`src/rtl/traffic_light_pkg.sv`:
```
// rtl/traffic_light_pkg.sv - shared phase encoding, widths and phase helpers for traffic_light_ctrl
package traffic_light_pkg;

    localparam int CD_W  = 4;
    localparam int ROW_W = 3;

    typedef enum logic [1:0] {
        ST_GO   = 2'd0,
        ST_WARN = 2'd1,
        ST_STOP = 2'd2,
        ST_BAD  = 2'd3
    } phase_t;

    function automatic phase_t next_phase(input phase_t cur);
        case (cur)
            ST_STOP: next_phase = ST_GO;
            ST_GO:   next_phase = ST_WARN;
            default: next_phase = ST_STOP;
        endcase
    endfunction

    function automatic logic [CD_W-1:0] phase_time(
        input phase_t          ph,
        input logic [CD_W-1:0] go_time,
        input logic [CD_W-1:0] warn_time,
        input logic [CD_W-1:0] stop_time
    );
        case (ph)
            ST_GO:   phase_time = go_time;
            ST_WARN: phase_time = warn_time;
            default: phase_time = stop_time;
        endcase
    endfunction

endpackage

```
`src/rtl/traffic_light_if.sv`:
```
// rtl/traffic_light_if.sv - control inputs and display outputs of traffic_light_ctrl
interface traffic_light_if;
    import traffic_light_pkg::*;

    logic             hold;
    logic             ped_req;
    logic [1:0]       state;
    logic [ROW_W-1:0] row_cnt;
    logic [CD_W-1:0]  count_down;

    modport master (input hold, ped_req, output state, row_cnt, count_down);
    modport slave  (output hold, ped_req, input state, row_cnt, count_down);
endinterface

```
`src/rtl/traffic_light_tick_divider.sv`:
```
// rtl/traffic_light_tick_divider.sv - enable-gated prescaler producing a one-cycle tick every DIV counts
module tick_divider #(
    parameter int DIV = 2
) (
    input  logic clk,
    input  logic rst_n,
    input  logic en,
    output logic tick
);
    localparam int W = $clog2(DIV);
    localparam logic [W-1:0] LAST = W'(DIV - 1);

    logic [W-1:0] cnt;

    // A disabled prescaler keeps its count so a released hold resumes mid-period.
    always_ff @(posedge clk or negedge rst_n) begin
        if (!rst_n) begin
            cnt <= '0;
        end else if (en) begin
            cnt <= (cnt == LAST) ? '0 : cnt + 1'b1;
        end
    end

    assign tick = en && (cnt == LAST);
endmodule

```
`src/rtl/traffic_light_ctrl.sv`:
```
// rtl/traffic_light_ctrl.sv - phase/count-down sequencer and row scan for the light display (optional TL_PED_REQ_EN)
module traffic_light_ctrl
    import traffic_light_pkg::*;
#(
    parameter int              SEC_DIV   = 50_000_000,
    parameter int              SCAN_DIV  = 50_000,
    parameter logic [CD_W-1:0] GO_TIME   = 4'd15,
    parameter logic [CD_W-1:0] WARN_TIME = 4'd3,
    parameter logic [CD_W-1:0] STOP_TIME = 4'd10,
    parameter logic [CD_W-1:0] PED_SHORT = 4'd3
) (
    input  logic             clk,
    input  logic             rst_n,
    traffic_light_if.master  disp
);
    phase_t           state_q, state_d;
    logic [CD_W-1:0]  cd_q, cd_d;
    logic [ROW_W-1:0] row_q;
    logic             sec_tick;
    logic             scan_tick;
    logic             ped_edge;

    tick_divider #(.DIV(SEC_DIV)) u_sec_div (
        .clk   (clk),
        .rst_n (rst_n),
        .en    (~disp.hold),
        .tick  (sec_tick)
    );

    tick_divider #(.DIV(SCAN_DIV)) u_scan_div (
        .clk   (clk),
        .rst_n (rst_n),
        .en    (1'b1),
        .tick  (scan_tick)
    );

`ifdef TL_PED_REQ_EN
    logic ped_meta, ped_sync, ped_prev;

    always_ff @(posedge clk or negedge rst_n) begin
        if (!rst_n) begin
            ped_meta <= 1'b0;
            ped_sync <= 1'b0;
            ped_prev <= 1'b0;
        end else begin
            ped_meta <= disp.ped_req;
            ped_sync <= ped_meta;
            ped_prev <= ped_sync;
        end
    end

    assign ped_edge = ped_sync & ~ped_prev;
`else
    logic unused_ped_req;
    assign unused_ped_req = disp.ped_req;
    assign ped_edge       = 1'b0;
`endif

    // Priority: upset recovery, then pedestrian shortening, then the 1 s step.
    always_comb begin
        state_d = state_q;
        cd_d    = cd_q;
        if (state_q == ST_BAD) begin
            state_d = ST_STOP;
            cd_d    = STOP_TIME;
        end else if (ped_edge && !disp.hold && state_q == ST_GO && cd_q > PED_SHORT) begin
            cd_d = PED_SHORT;
        end else if (sec_tick) begin
            if (cd_q == '0) begin
                state_d = next_phase(state_q);
                cd_d    = phase_time(state_d, GO_TIME, WARN_TIME, STOP_TIME);
            end else begin
                cd_d = cd_q - 1'b1;
            end
        end
    end

    always_ff @(posedge clk or negedge rst_n) begin
        if (!rst_n) begin
            state_q <= ST_STOP;
            cd_q    <= STOP_TIME;
        end else begin
            state_q <= state_d;
            cd_q    <= cd_d;
        end
    end

    always_ff @(posedge clk or negedge rst_n) begin
        if (!rst_n) begin
            row_q <= '0;
        end else if (scan_tick) begin
            row_q <= row_q + 1'b1;
        end
    end

    assign disp.state      = state_q;
    assign disp.count_down = cd_q;
    assign disp.row_cnt    = row_q;
endmodule
```
`src/flat_wrapper.sv`:
```
// flat-port wrapper written by rule: the top's interface ports become plain ports
module traffic_light_ctrl_flat import traffic_light_pkg::*;
#(
    parameter int              SEC_DIV   = 50_000_000,
    parameter int              SCAN_DIV  = 50_000,
    parameter logic [CD_W-1:0] GO_TIME   = 4'd15,
    parameter logic [CD_W-1:0] WARN_TIME = 4'd3,
    parameter logic [CD_W-1:0] STOP_TIME = 4'd10,
    parameter logic [CD_W-1:0] PED_SHORT = 4'd3
)
  (clk, rst_n, disp_hold, disp_ped_req, disp_state, disp_row_cnt, disp_count_down);
  traffic_light_if disp_i ();
  input  logic clk;
  input  logic rst_n;
  input wire logic [$bits(disp_i.hold)-1:0] disp_hold;
  input wire logic [$bits(disp_i.ped_req)-1:0] disp_ped_req;
  output wire logic [$bits(disp_i.state)-1:0] disp_state;
  output wire logic [$bits(disp_i.row_cnt)-1:0] disp_row_cnt;
  output wire logic [$bits(disp_i.count_down)-1:0] disp_count_down;
  assign disp_i.hold = disp_hold;
  assign disp_i.ped_req = disp_ped_req;
  assign disp_state = disp_i.state;
  assign disp_row_cnt = disp_i.row_cnt;
  assign disp_count_down = disp_i.count_down;
  traffic_light_ctrl #(.SEC_DIV(SEC_DIV), .SCAN_DIV(SCAN_DIV), .GO_TIME(GO_TIME), .WARN_TIME(WARN_TIME), .STOP_TIME(STOP_TIME), .PED_SHORT(PED_SHORT)) u_core (.clk(clk), .rst_n(rst_n), .disp(disp_i));
endmodule
```
`config.mk`:
```
export PLATFORM = sky130hd
export DESIGN_NAME = traffic_light_ctrl_flat
export DESIGN_NICKNAME = d
export VERILOG_FILES = /design/src/rtl/traffic_light_pkg.sv /design/src/rtl/traffic_light_if.sv /design/src/rtl/traffic_light_tick_divider.sv /design/src/rtl/traffic_light_ctrl.sv /design/src/flat_wrapper.sv
export SDC_FILE = /design/constraint.sdc
export NUM_CORES = 1
export LEC_CHECK = 0
export CAP_MARGIN = 15
export CORE_MARGIN = 5
export CORE_UTILIZATION = 64
export DETAILED_ROUTE_END_ITERATION = 8
export PLACE_DENSITY_LB_ADDON = 0.25
export SLEW_MARGIN = 10
export SYNTH_ARGS = -nofsm -noshare
export SYNTH_HDL_FRONTEND = slang
export SYNTH_SLANG_ARGS = --single-unit
```
`constraint.sdc`:
```
create_clock -name clk -period 4.52 [get_ports clk]
set_input_delay 0.904 -clock clk [delete_from_list [all_inputs] [get_ports clk]]
set_output_delay 0.904 -clock clk [all_outputs]
set_load 0.01 [all_outputs]
```
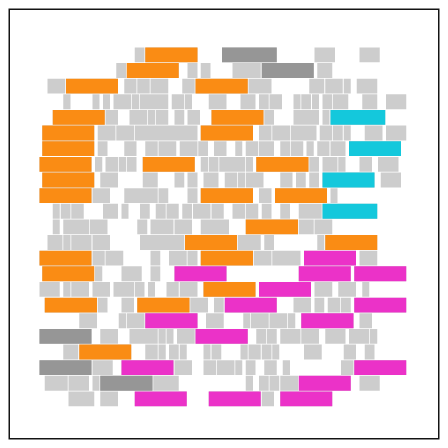
Fig. 1. Sequential cells grouped by signal name (run 1).
Other sequential cells in the stronger grey, the rest of the logic in the fainter grey.
u_core.disp.count_down -> cyan  # placed flops 4
u_core.u_scan_div.cnt -> magenta  # placed flops 16
u_core.u_sec_div.cnt -> orange  # placed flops 26

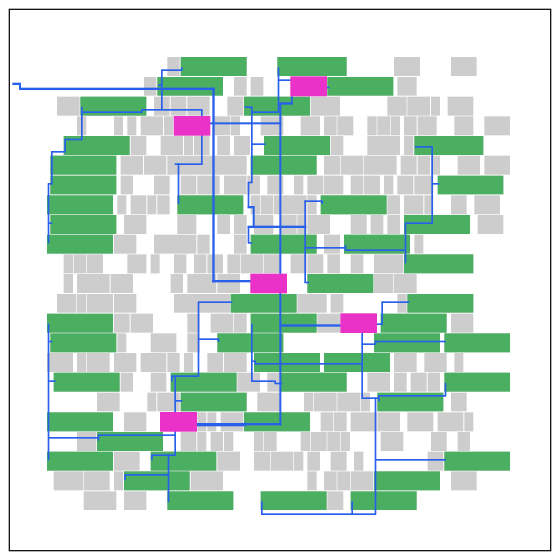
Fig. 2. Clock network drawn from the DEF (run 1).
flip-flops -> green  # count 51
clock wires -> blue  # length 533 microns
clock drivers -> magenta  # count 5
routed clock nets = 6
flops lie = all over the die

==> CHANGELOG.md, run 1 <==
### Physical design

- Status: complete, no violations
- Fa+ha+maj area frac: 0.0235
- Fill count: 305
- Gr usage total: 0.206
- Yosys stat chip area: 2660 sq um
- Worst reg2reg setup slack: 2280 ps
- Post_cts resized: 0
- Clk slew on worst S/H paths: 90 ps
- Endpoint, Worst Hold: u_core.u_scan_div.cnt[15]
- Multiplexer share: 0.0160
- CTS root buf: clkbuf_8
- Final worst-path setup slack: 1900 ps
- Crit path from: disp_hold
- Non-Filler Instances: 324
- Clock buf count: 6
- Synth top cell by count: dfrtp_1
- Synth flops: 51
- PwrDens: 299 nW/um^2
- Final cell utilization of the core: 0.727
- Hold buffers post-CTS: 0
- Inverters: 9
- Nets: 283
- Final Critical Period: 2620 ps
- Biggest Area Class: logic gates
- XORs/XNORs by Area: 0.0923
- WL/cell: 15.5 microns
- Number of non-clock buffers in the layout: 11
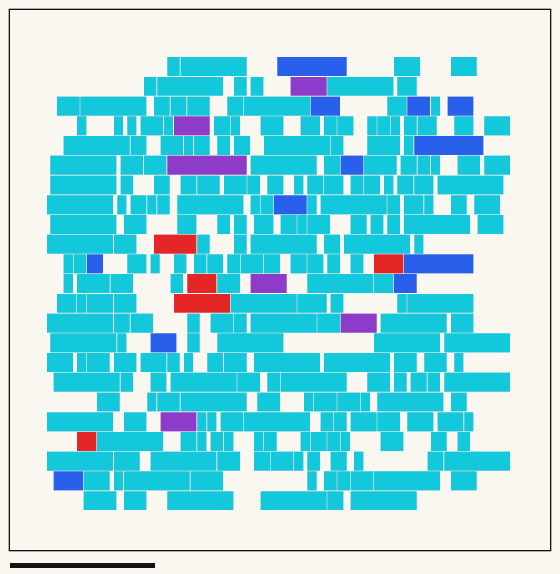
Fig. 3. Drive-strength map (run 1).
Bar = 20 microns.
_2 cells -> blue  # cells 12, most used dfstp_2
_3 and _4 cells -> red  # cells 5, most used or4_4
_0 and _1 cells -> cyan  # cells 251, most used dfrtp_1
_6 and larger -> purple  # cells 6, most used clkbuf_8

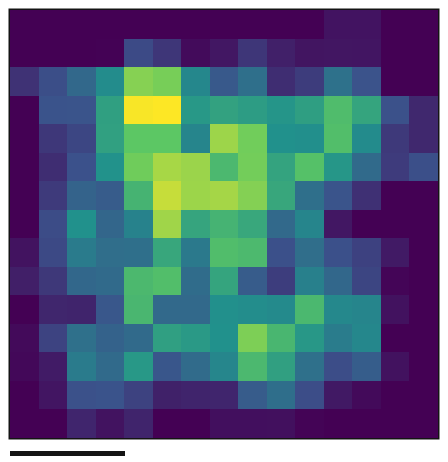
Fig. 4. Signal metal coverage by tile (run 1).
Bar = 20 microns. 15 x 15 tiles, from dark purple (low) to yellow (high), scaled to the fullest tile. Values are wire area over tile area, all layers added.
densest ninth of the die = centre
nearly empty tiles = 23%
tiles over half the peak = 24%

==> run 1: state kept, by name (all words and copies together) (netlist names) <==
| name | flops |
|---|---|
| u_core.disp.count_down | 4 |
| u_core.u_scan_div.cnt | 16 |
| u_core.disp.row_cnt | 3 |
| u_core.u_sec_div.cnt | 26 |
| u_core.disp.state | 2 |
==> run 1: report_power, final <==
part / leakage, uW / total, uW / switching, uW / internal [uW]
clock network: 0.0000513 / 300 / 138 / 162
logic: 0.000509 / 59.9 / 34.4 / 25.4
registers: 0.000672 / 509 / 30.1 / 479
==> run 1: routing by layer <==
metal,up-vias,GRT usage,share of wire
met5,-,0,0
met4,0,0.0751,0.014
met3,7,0.0392,0.037
met2,41,0.324,0.49
met1,1007,0.286,0.46
li1,978,-,-
Fig. 5: run 1, cell placement
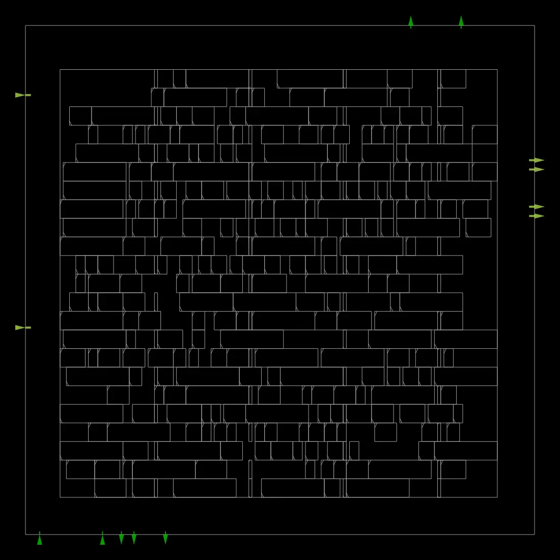

==> run 2, diff against run 1 <==
CORE_UTILIZATION = 54   (was 64)
clock period = 2.2 ns   (was 4.52 ns; I/O delays follow)
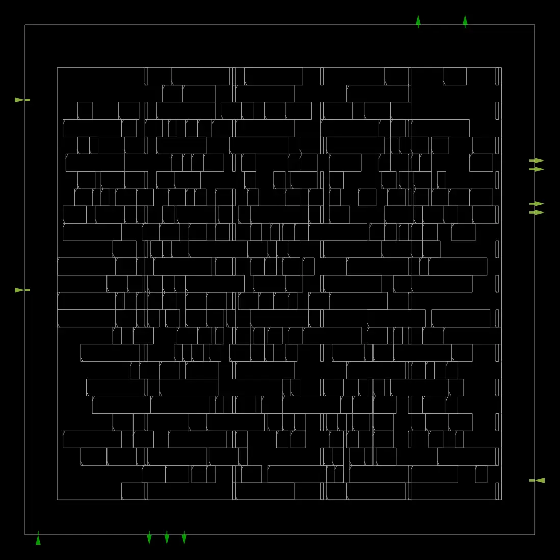
Fig. 6. Cell placement (run 2).
Non-Filler Instances: 355
fill count: 409
FP Rows: 25

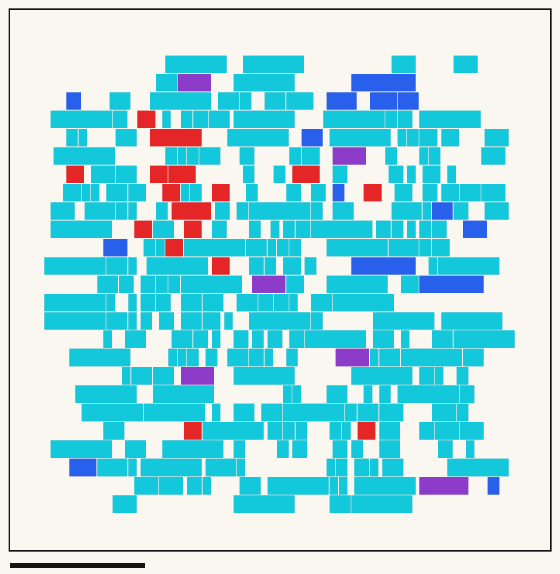
Fig. 7. Drive-strength map (run 2).
Bar = 20 microns.
_6 and larger -> purple  # cells 6, most used clkbuf_8
_3 and _4 cells -> red  # cells 16, most used buf_4
_2 cells -> blue  # cells 14, most used dfstp_2
_0 and _1 cells -> cyan  # cells 252, most used dfrtp_1

==> CHANGELOG.md, run 2 <==
### Physical design

- Status: complete, no violations
- Max-area cell share: 0.452
- Clk pwr share: 0.302 (-0.044)
- Clk slew on worst S/H paths: 90 ps (about the same)
- Most numerous logic cell after layout: dfrtp_1
- Internal power: 1280 uW (+91%)
- Nets: 296 (+4.6%)
- Share of power burned in registers: 0.614 (+0.028)
- CTS root buf: clkbuf_8
- Pwr top: sequential cells
- Synth top cell by count: dfrtp_1
- Logic pwr share: 0.084 (+0.015)
- WL/cell: 14.4 microns (-7.2%)
- Inverters: 9 (unchanged)
- Hold buffers post-CTS: 0 (unchanged)
- Final Critical Period: 1950 ps
- Worst reg2reg setup slack: 250 ps (-2030 ps)
- Synth flops: 51 (unchanged)
- PwrDens: 565 nW/um^2 (+89%)
- Max reg flops: 26 (unchanged)
- Final worst-path setup slack: 253 ps (-1650 ps)
- Final cell utilization of the core: 0.634 (-0.0928)
- Clock buf count: 7 (+1)
- Seq. pwr: 1050 uW (+110%)
- Crit path from: u_core.u_sec_div.cnt[6]
- Gr usage total: 0.182 (-0.0238)
- Yosys stat chip area: 2660 sq um (unchanged)
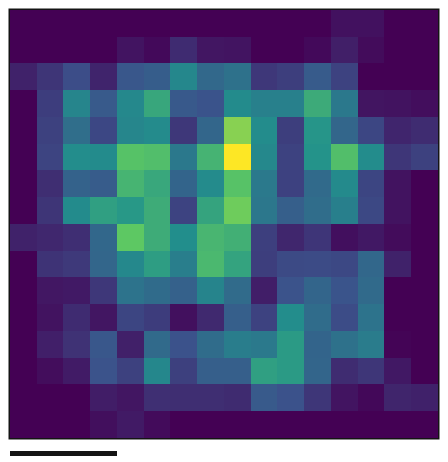
Fig. 8. Signal metal coverage by tile (run 2).
Bar = 20 microns. 16 x 16 tiles, from dark purple (low) to yellow (high), scaled to the fullest tile. Values are wire area over tile area, all layers added.
tiles over half the peak = 11%
nearly empty tiles = 24%
emptiest ninth of the die = south-west
fullest tile = 0.56
densest ninth of the die = centre

[run 2: cell counts after synthesis]
Identical to the previous run, type by type.
[run 2: layer usage]
| layer | part of all wire | track usage | routed length [microns] | up-vias |
|---|---|---|---|---|
| li1 | - | - | - | 1000 |
| met1 | 0.47 | 0.238 | 2400 | 1014 |
| met2 | 0.48 | 0.296 | 2460 | 21 |
| met3 | 0.033 | 0.0448 | 170 | 7 |
| met4 | 0.014 | 0.0608 | 70 | 0 |
| met5 | 0 | 0 | 0 | - |
[run 2: cell families (layout without fill, tap and decap cells)]
group,after synthesis,after routing,share of synthesized area
xor gates and xnor gates,28,28,0.0923
AOI/OAI and AO/OA,38,38,0.0885
and+or+nand+nor,121,121,0.277
adders and majority gates,5,5,0.0235
muxes,4,4,0.0160
buffers and inverters,14,41,0.0207
DFF,51,51,0.482
Fig. 9: run 2, sequential cells grouped by signal name
Other sequential cells in the stronger grey, the rest of the logic in the fainter grey.
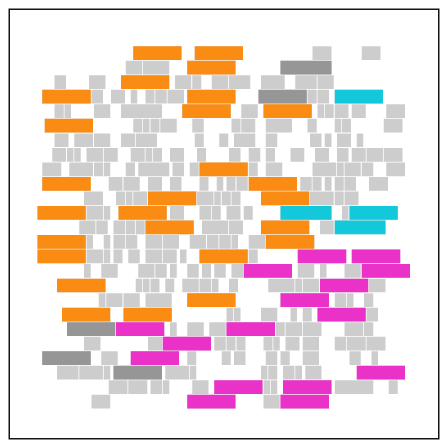

==> run 3, diff against run 2 <==
CORE_MARGIN = not set   (was 5)
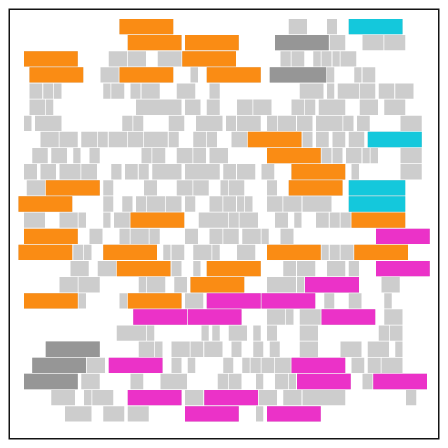
Fig. 10. Sequential cells grouped by signal name (run 3).
Other sequential cells in the stronger grey, the rest of the logic in the fainter grey.
u_core.disp.count_down -> cyan  # placed flops 4
u_core.u_scan_div.cnt -> magenta  # placed flops 16
u_core.u_sec_div.cnt -> orange  # placed flops 26

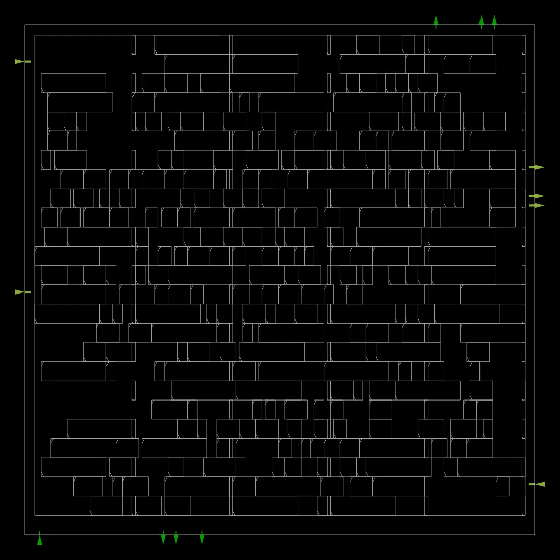
Fig. 11. Cell placement (run 3).
core area: 4720 sq um
Non-Filler Instances: 357
fill count: 387
well tap count: 67

==> CHANGELOG.md, run 3 <==
### Physical design

- Top Metal Used: met4
- Worst reg2reg setup slack: 280 ps (+30 ps)
- Seq_cells: 51
- Status: complete, no violations
- Yosys stat chip area: 2660 sq um (unchanged)
- Most used routing layer: met2
- Met3 wire length: 181 microns (+6.5%)
- Final setup fails: 0
- Logic pwr share: 0.082 (-0.002)
- Pleak: 0.00130 uW
- FP Rows: 25 (unchanged)
- Max-area cell share: 0.452 (unchanged)
- Seq. pwr: 1050 uW (about the same)
- Final worst-path setup slack: 244 ps (-9.12 ps)
- Met1 Use GR: 0.305 (+0.0669)
- Pwr top: sequential cells
- PwrDens: 562 nW/um^2 (-0.52%)
- Most numerous logic cell after layout: dfrtp_1
- Clk pwr share: 0.305 (+0.003)
- Crit path from: disp_hold
- Share of power burned in registers: 0.613 (about the same)
- WL/cell: 14.0 microns (-2.9%)
- CTS root buf: clkbuf_8
- Clk slew on worst S/H paths: 90 ps (about the same)
- Internal power: 1270 uW (-0.19%)
- Hold buffers post-CTS: 0 (unchanged)
- Met2 wire length: 2.31 mm (-6.3%)
- CP max stage cell: clkdlybuf4s50_1
- Synth top cell by count: dfrtp_1
- P_sw: 432 uW
- Inverters: 9 (unchanged)
- M2 GR Usage: 0.339 (+0.0430)
- Gr usage total: 0.215 (+0.0333)
- Unique cell type count in the Yosys netlist: 51
- Post_cts resized: 0
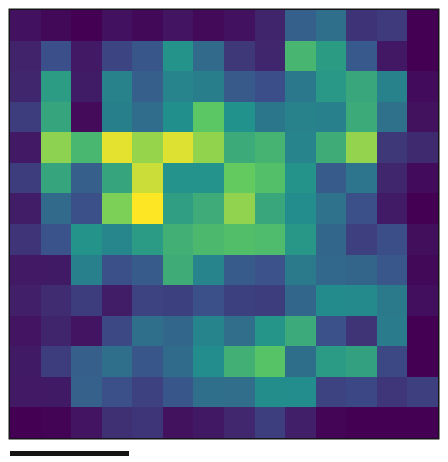
Fig. 12. Signal metal coverage by tile (run 3).
Bar = 20 microns. 14 x 14 tiles, from dark purple (low) to yellow (high), scaled to the fullest tile. Values are wire area over tile area, all layers added.
emptiest ninth of the die = south-west
tiles over half the peak = 25%
nearly empty tiles = 6.1%
densest ninth of the die = centre
fullest tile = 0.46
mean over tiles = 0.15

## run 3: cell counts after synthesis
Identical to the previous run, type by type.
## run 3: through the flow
step | util | cells | TNS (ps) | hold slack [ps]
CTS | 0.643 | 357 | 0 | 124
finish | 0.643 | 357 | 0 | 105
global placement | 0.625 | 349 | -36.0 | 455
global route | 0.643 | 357 | 0 | 151
floorplan | - | 261 | 0 | 144
detailed placement | 0.625 | 349 | -143 | 459
## run 3: kinds of logic after synthesis
group | Yosys count | synth area share
buf+inv | 14 | 0.0207
simple gates | 121 | 0.277
compound gates | 38 | 0.0885
flops | 51 | 0.482
mux | 4 | 0.0160
xor+xnor | 28 | 0.0923
fa+ha+maj | 5 | 0.0235
Power figures rest on the tool's default switching activity, not on a simulated workload.
